### Cell sizes after repair

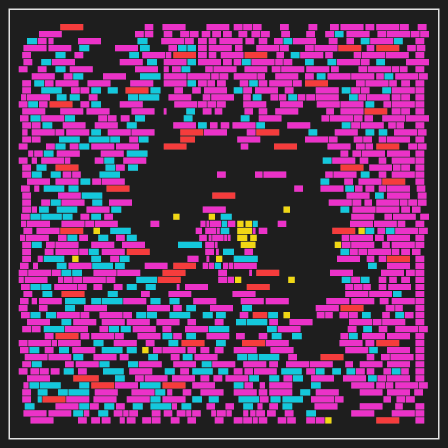
### Cells colored by class

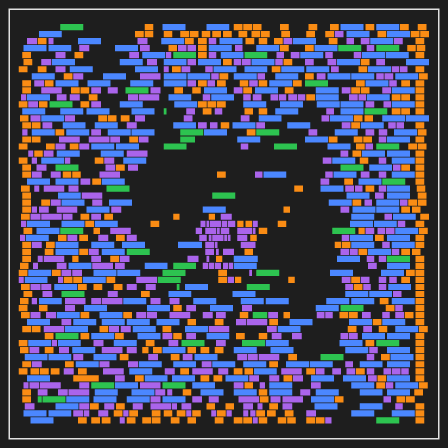
### Congestion heat map

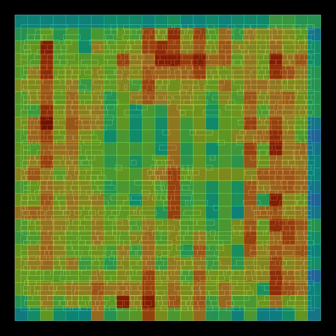
### Local utilization

17 x 17 tiles, from black (low) to pale yellow (high), 0 to 100% covered.
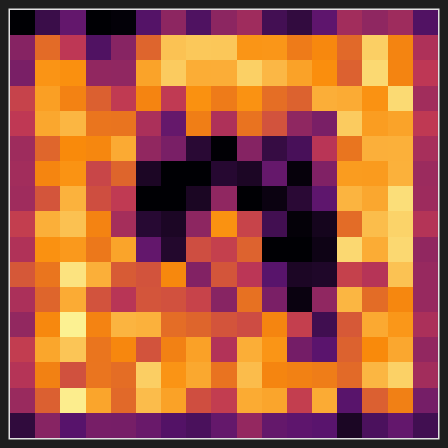
### Register map, names as in the netlist

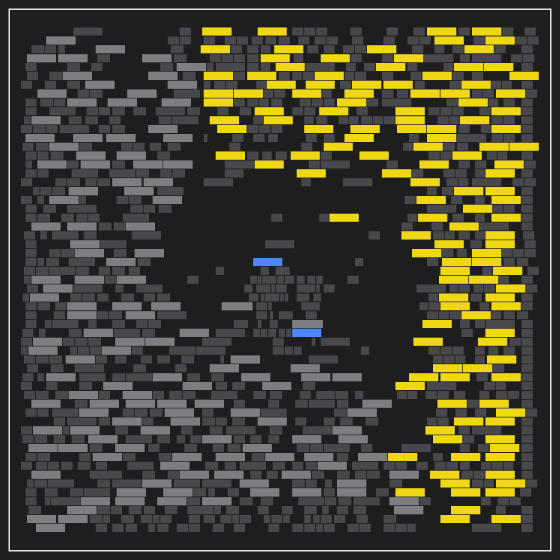
### config.mk
export PLATFORM = sky130hd
export DESIGN_NAME = subbytes_lane_sched_flat
export DESIGN_NICKNAME = d
export VERILOG_FILES = /design/src/rtl/subbytes_lane_sched_if.sv /design/src/rtl/subbytes_lane_sched.sv /design/src/flat_wrapper.sv
export SDC_FILE = /design/constraint.sdc
export NUM_CORES = 1
export LEC_CHECK = 0
export CORE_MARGIN = 3
export CORE_UTILIZATION = 42
export CTS_CLUSTER_SIZE = 8
export DETAILED_ROUTE_END_ITERATION = 10
export PLACE_DENSITY = 0.76
export SLEW_MARGIN = 20
export SYNTH_ARGS = -nofsm -noshare
export SYNTH_HDL_FRONTEND = slang
export SYNTH_SLANG_ARGS = --single-unit
### constraint.sdc
create_clock -name clock -period 7.6 [get_ports clock]
set_input_delay 1.14 -clock clock [delete_from_list [all_inputs] [get_ports clock]]
set_output_delay 1.14 -clock clock [all_outputs]
set_load 0.05 [all_outputs]
### src/rtl/subbytes_lane_sched_if.sv
// Bundle of the block handshakes and the shared S-box lane for subbytes_lane_sched.
//
// Purpose: groups the input block handshake, the output block handshake and
// the narrow S-box lane so the sequencer and its environment connect through
// one port.
//
// Signals:
//   in_valid / in_ready   input block handshake (accept when both high at an edge)
//   blocoIn               128-bit input state, byte 0 in bits [127:120]
//   sbox_in               LANES bytes sent to the external S-box lane
//   sbox_out              combinational S-box result for sbox_in
//   out_valid / out_ready output block handshake
//   blocoOut              128-bit substituted state, same byte order as blocoIn
//
// Modports:
//   master  environment side (round controller, S-box lane, ShiftRows stage)
//   slave   sequencer side
interface subbytes_lane_sched_if #(
  parameter int LANES = 4
);
  logic                 in_valid;
  logic                 in_ready;
  logic [127:0]         blocoIn;
  logic [8*LANES-1:0]   sbox_in;
  logic [8*LANES-1:0]   sbox_out;
  logic                 out_valid;
  logic                 out_ready;
  logic [127:0]         blocoOut;

  modport master (
    output in_valid, blocoIn, sbox_out, out_ready,
    input  in_ready, sbox_in, out_valid, blocoOut
  );

  modport slave (
    input  in_valid, blocoIn, sbox_out, out_ready,
    output in_ready, sbox_in, out_valid, blocoOut
  );
endinterface

### src/rtl/subbytes_lane_sched.sv
// AES SubBytes sequencer over a narrow shared S-box lane.
//
// Purpose: accepts a 128-bit AES state, streams it LANES bytes per beat
// through an external combinational S-box lane, assembles the substituted
// state and offers it on a valid/ready output handshake. BEATS = 16/LANES.
//
// Ports:
//   clock    system clock, rising edge
//   reset    asynchronous, active-high reset
//   enableS  power enable; low stalls sequencing and zeroes the S-box operands
//   clear    synchronous abort of the block in flight (highest priority)
//   bus      subbytes_lane_sched_if.slave: block handshakes and S-box lane
//   busy     high while a block is being substituted or waiting for handoff
module subbytes_lane_sched #(
  parameter int LANES = 4
) (
  input  logic                        clock,
  input  logic                        reset,
  input  logic                        enableS,
  input  logic                        clear,
  subbytes_lane_sched_if.slave        bus,
  output logic                        busy
);

  localparam int BEATS = 16 / LANES;
  localparam int W     = 8 * LANES;
  localparam int SHL   = 128 - W;
  localparam int BW    = (BEATS > 1) ? $clog2(BEATS) : 1;

  typedef enum logic [1:0] {
    IDLE,
    RUN,
    DONE
  } state_t;

  state_t          state, state_next;
  logic [BW-1:0]   beat, beat_next;
  logic [127:0]    cap;
  logic [127:0]    bloco_reg, bloco_next;
  logic            accept;
  logic            step;
  logic            last;
  logic [7:0]      shamt;
  logic [127:0]    lane_mask;
  logic [127:0]    lane_data;

  // A block is only taken while powered and not being aborted, so a clear
  // that coincides with in_valid never starts a block.
  assign accept = (state == IDLE) && bus.in_valid && enableS && !clear;
  assign step   = (state == RUN) && enableS;
  assign last   = (beat == BW'(BEATS - 1));

  // Byte group g starts at bit 127 - 8*LANES*g; shifting left by the group
  // offset brings the current group to the top of the word. Byte 0 is the
  // MSB byte, so lane 0 ends up in the MSB byte of sbox_in.
  assign shamt     = 8'(beat) * 8'(W);
  assign lane_mask = (~128'd0 << SHL) >> shamt;
  assign lane_data = (128'(bus.sbox_out) << SHL) >> shamt;

  // Next-state and result-assembly logic. clear overrides every transition
  // and also suppresses the write of the current beat so blocoOut keeps its
  // previous contents.
  always_comb begin
    state_next = state;
    beat_next  = beat;
    bloco_next = bloco_reg;
    unique case (state)
      IDLE: begin
        if (accept) begin
          state_next = RUN;
          beat_next  = '0;
        end
      end
      RUN: begin
        if (enableS) begin
          bloco_next = (bloco_reg & ~lane_mask) | lane_data;
          if (last) begin
            state_next = DONE;
            beat_next  = '0;
          end else begin
            beat_next = beat + 1'b1;
          end
        end
      end
      DONE: begin
        if (bus.out_ready) begin
          state_next = IDLE;
        end
      end
      default: begin
        state_next = IDLE;
        beat_next  = '0;
      end
    endcase
    if (clear) begin
      state_next = IDLE;
      beat_next  = '0;
      bloco_next = bloco_reg;
    end
  end

  // State, beat counter, captured operand and assembled result.
  always_ff @(posedge clock or posedge reset) begin
    if (reset) begin
      state     <= IDLE;
      beat      <= '0;
      cap       <= '0;
      bloco_reg <= '0;
    end else begin
      state     <= state_next;
      beat      <= beat_next;
      bloco_reg <= bloco_next;
      if (accept) begin
        cap <= bus.blocoIn;
      end
    end
  end

  // The S-box operand is forced to zero whenever no beat is being issued so
  // the shared lane sees no switching activity while idle or stalled.
  assign bus.sbox_in   = step ? W'((cap << shamt) >> SHL) : '0;
  assign bus.in_ready  = (state == IDLE) && enableS && !clear;
  assign bus.out_valid = (state == DONE);
  assign bus.blocoOut  = bloco_reg;
  assign busy          = (state != IDLE);

endmodule

### src/flat_wrapper.sv
// flat-port wrapper written by rule: the top's interface ports become plain ports
module subbytes_lane_sched_flat 
#(
  parameter int LANES = 4
)
  (clock, reset, enableS, clear, busy, bus_in_valid, bus_blocoIn, bus_sbox_out, bus_out_ready, bus_in_ready, bus_sbox_in, bus_out_valid, bus_blocoOut);
  subbytes_lane_sched_if #(.LANES(LANES)) bus_i ();
  input  logic clock;
  input  logic reset;
  input  logic enableS;
  input  logic clear;
  output logic busy;
  input wire logic [$bits(bus_i.in_valid)-1:0] bus_in_valid;
  input wire logic [$bits(bus_i.blocoIn)-1:0] bus_blocoIn;
  input wire logic [$bits(bus_i.sbox_out)-1:0] bus_sbox_out;
  input wire logic [$bits(bus_i.out_ready)-1:0] bus_out_ready;
  output wire logic [$bits(bus_i.in_ready)-1:0] bus_in_ready;
  output wire logic [$bits(bus_i.sbox_in)-1:0] bus_sbox_in;
  output wire logic [$bits(bus_i.out_valid)-1:0] bus_out_valid;
  output wire logic [$bits(bus_i.blocoOut)-1:0] bus_blocoOut;
  assign bus_i.in_valid = bus_in_valid;
  assign bus_i.blocoIn = bus_blocoIn;
  assign bus_i.sbox_out = bus_sbox_out;
  assign bus_i.out_ready = bus_out_ready;
  assign bus_in_ready = bus_i.in_ready;
  assign bus_sbox_in = bus_i.sbox_in;
  assign bus_out_valid = bus_i.out_valid;
  assign bus_blocoOut = bus_i.blocoOut;
  subbytes_lane_sched #(.LANES(LANES)) u_core (.clock(clock), .reset(reset), .enableS(enableS), .clear(clear), .bus(bus_i), .busy(busy));
endmodule
==> deck_impl_summary.md <==
Key Metrics from the Run

Layout
  – Share of cells above drive strength 1: 28.51%
  – Fin area: around 0.015 sq mm
  – Area added between synthesis and finish: 41.73%
  – Final instance count without filler cells: between 1000 and 1500
  – # nets final: 1169

Synth
  – Number of synthesized register bits: around 260
  – Post-synth top area cell: sky130_fd_sc_hd__dfrtp_1
  – Leading cell type by number of instances after synthesis: sky130_fd_sc_hd__dfrtp_1
  – Dominant register cell in the synthesized netlist: sky130_fd_sc_hd__dfrtp_1
  – Fraction of registers with async set/reset: 100.0%
  – Netlist cell types: 26
  – Portion of synthesized cell area occupied by the leading cell type: between 60% and 70%
  – Total standard cell area after synthesis: roughly 0.011 sq mm
  – Synthesized area per cell: ~16 sq um
  – Top cells by area: sky130_fd_sc_hd__dfrtp_1, sky130_fd_sc_hd__mux2_2, sky130_fd_sc_hd__mux4_2
  – Number of synthesis warnings: 0
  – Syn_nets: 838
  – Sequential area share after synthesis: 60.71%
  – Most instantiated cells after synthesis: sky130_fd_sc_hd__dfrtp_1, sky130_fd_sc_hd__mux2_2, sky130_fd_sc_hd__a22o_1
  – Instance count of the mapped netlist: between 600 and 700
  – EDFF count, synth: 0
  – Post-synth area from yosys stat: between 0.01 and 0.015 sq mm
  – Cell total in the yosys stat output: ~670

Global routing
  – Number of global-route vias before repair: about 8000
  – Pin count of the biggest net entering global routing: approximately 88
  – Antenna violations before repair: 2
  – First-pass GRT wire length: approximately 46000 um
  – Leftover overflow at the end of global routing: 0

Clock network
  – PostCTS Resize Cnt: 0
  – CTS buffer count: 38
  – H-tree depth reported by CTS: 2
  – Number of clock sinks seen by CTS: 260
  – Number of buffers added to fix hold violations after cts: 0
  – # Post-CTS Setup Buffers: 0
  – CTS max path bufs: 3
  – TritonCTS clock tree: done
  – CTS Root Cell: sky130_fd_sc_hd__clkbuf_16
  – Clock transition at path regs: roughly 0.050 ns
  – Clock latency on the worst-skew pair: roughly 0.51 ns

Floorplan
  – Share of the core filled by cells before placement: 43.43%
  – Area of the core: 0.02468 sq mm
  – Number of top-level design ports: approximately 330
  – Die width: 165.7 um
  – Count of standard-cell rows: roughly 57
  – Die height: 165.7 um
  – Die area: between 0.02 and 0.03 sq mm

Place
  – Total cell area at the placement stage: 0.01414 sq mm
  – RD Place Congestion: about 0.76
  – Pre-CTS WS: roughly 2.8 ns
  – Count of input and output buffers: 328
  – Placed cell count: between 1000 and 1500
  – Post-DP HPWL: 20030 um

Setup path
  – Startpoint class of the critical path: primary input
  – Top fanout value on the critical path: 24
  – Worst endpoint required time: around 6.5 ns
  – Category of the worst setup path capture point: primary output
  – Crit path kind: in2out
  – Crit path DAT: approximately 3.6 ns

Route
  – Detailed-routing iteration count for the pre-antenna-repair pass: 4
  – Remaining design rule violation count: 0
  – Iteration-0 DRC count of the detailed router: slightly below 600
  – Via-per-instance ratio: 5.489
  – Sum of routed wire length over all layers: slightly below 30000 um
  – Antenna viol nets, final: 0
  – Overall via count from detail_route: around 7300

STA
  – Final clock skew: between 0.01 and 0.015 ns
  – Period utilisation layout: between 60% and 70%
  – Post-Route Setup TNS: 0 ns
  – Peak Freq: 0.2117 GHz
  – Worst slew margin relative to its limit: 36.21%
  – Number of endpoints failing setup at the final stage: 0
  – RSZ-0062 raised after global routing: no
  – Final number of max-transition violations: 0
  – Worst-case setup margin in the final layout: about 2.9 ns
  – Final critical path time including I/O delays and setup: roughly 4.7 ns
  – Final Hold Violating Endpoints: 0
  – Worst slew pin tran: ~0.95 ns

Min path
  – Classification of the worst-slack hold path: reg2reg

Pwr
  – Power density of the placed cells: 271.5 mW/mm^2
  – Leakage component of the power: ~6.4 nW
  – Peak ir drop on the vdd network: roughly 0.16 mV

Outcome
  – Run status: finished clean

Run
  – OpenROAD warning count: 29
  – Max-cap check violation count: 0
-- 'Cell sizes after repair' (at the start) --
size	color	cells	most used
drive 3 to 4	yellow	19	buf_4
drive 6 and up	red	42	clkbuf_16
drive 1 or less	magenta	717	clkdlybuf4s50_1
drive 2	cyan	225	mux2_2

-- 'Cells colored by class' (at the start) --
class	color	cells	share of their area
other buffers and delay cells	orange	344	23%
flip-flops	blue	260	44%
clock drivers and dummy loads	green	44	6.9%
all other logic	purple	355	26%

-- 'Congestion heat map' (at the start) --
Most Used Layer, Global Route: met2
utilization after layout: 61.56%
Routed WL per cell: 22.37 um
total global-route track usage: 21.13%
met2 Track Usage GR: 34.39%

-- 'Local utilization' (at the start) --
tiles over 75% full	28%
emptiest ninth of the die	middle
nearly empty tiles	4.5%
fullest tile	97%
mean over tiles	54%

-- 'Register map, names as in the netlist' (at the start) --
netlist name	color	placed flops
u_core.state	blue	2
u_core.bus.blocoOut	yellow	128
not colored	130

## placed cells by master, fill, tap and decap left out, drive strengths merged, types with 2 or more instances in the layout
cell and count:
clkdlybuf4s50 328, dfrtp 260, a22o 129, mux2 128, clkbuf 41, nor2b 34, mux4 32, buf 16
nand2 5, ha 4, inv 3, nor2 3, clkinv 3, nand3b 2, nor3 2, a32o 2
and4 2
## path summary, 6_finish.rpt
kind | cells past startpoint | from | slack (ns) | end
max in group asynchronous | 3 | reset | 4.93 | u_core.beat[1]
min | 1 | u_core.cap[91] | 0.50 | u_core.cap[91]
max reg2reg | 6 | u_core.beat[0] | 4.96 | u_core.bus.blocoOut[98]
max | 5 | enableS | 2.88 | bus_sbox_in[6]
min in group asynchronous | 2 | reset | 1.19 | u_core.cap[99]
min reg2reg | 1 | u_core.cap[91] | 0.50 | u_core.cap[91]
## cell type report
| class | count | area, sq um |
|---|---|---|
| sequential | 260 | 6509 |
| timing repair buffer | 344 | 3423 |
| inverter | 4 | 18.77 |
| antenna | 1 | 2.502 |
| clock buffer | 41 | 983.4 |
| tap | 324 | 405.4 |
| multi-input combinational | 351 | 3811 |
| fill | 1938 | 9485 |
| clock inverter | 3 | 37.54 |
## per-stage QoR
stage	utilization, %	total power, mW	hold WS (ns)
floorplan	-	2.314	0.4738
global placement	57.30	2.649	0.4837
global route	61.56	4.291	0.5081
detailed placement	57.30	2.675	0.4870
CTS	61.44	4.173	0.4980
finish	61.56	4.125	0.4959
## cells by family after synthesis
family / count (synthesis) / synth area share, %
buf+inv: 57 / 3.771
simple gates: 54 / 3.397
compound gates: 133 / 11.49
mux: 160 / 20.17
flops: 260 / 60.71
fa+ha+maj: 4 / 0.4670
## critical path, cell delays in order
cell and delay [ns]:
sky130_fd_sc_hd__clkdlybuf4s50_1 0.59, sky130_fd_sc_hd__nand3b_1 0.44, sky130_fd_sc_hd__buf_4 0.40, sky130_fd_sc_hd__nor2b_1 0.16
sky130_fd_sc_hd__clkdlybuf4s50_1 0.82
## power breakdown
| part | total (mW) | internal [mW] | switching, mW |
|---|---|---|---|
| Combinational | 0.923 | 0.445 | 0.478 |
| Clock | 1.47 | 0.905 | 0.568 |
| Sequential | 1.73 | 1.60 | 0.125 |
| Total | 4.12 | 2.95 | 1.17 |
## per-layer routing
metal / vias to the layer above / track usage [%] / part of all wire, % / routed length (um)
li1: 3168 / - / - / -
met1: 3701 / 26.86 / 40 / 11780
met2: 359 / 34.39 / 48 / 14170
met3: 60 / 6.998 / 9.5 / 2820
met4: 2 / 7.125 / 3.1 / 923
met5: - / 0 / 0.044 / 13
## registers in the layout, summed over array words and instances (netlist names)
name / flops
u_core.bus.blocoOut: 128
u_core.cap: 128
u_core.beat: 2
u_core.state: 2
Power figures rest on the tool's default switching activity, not on a simulated workload.
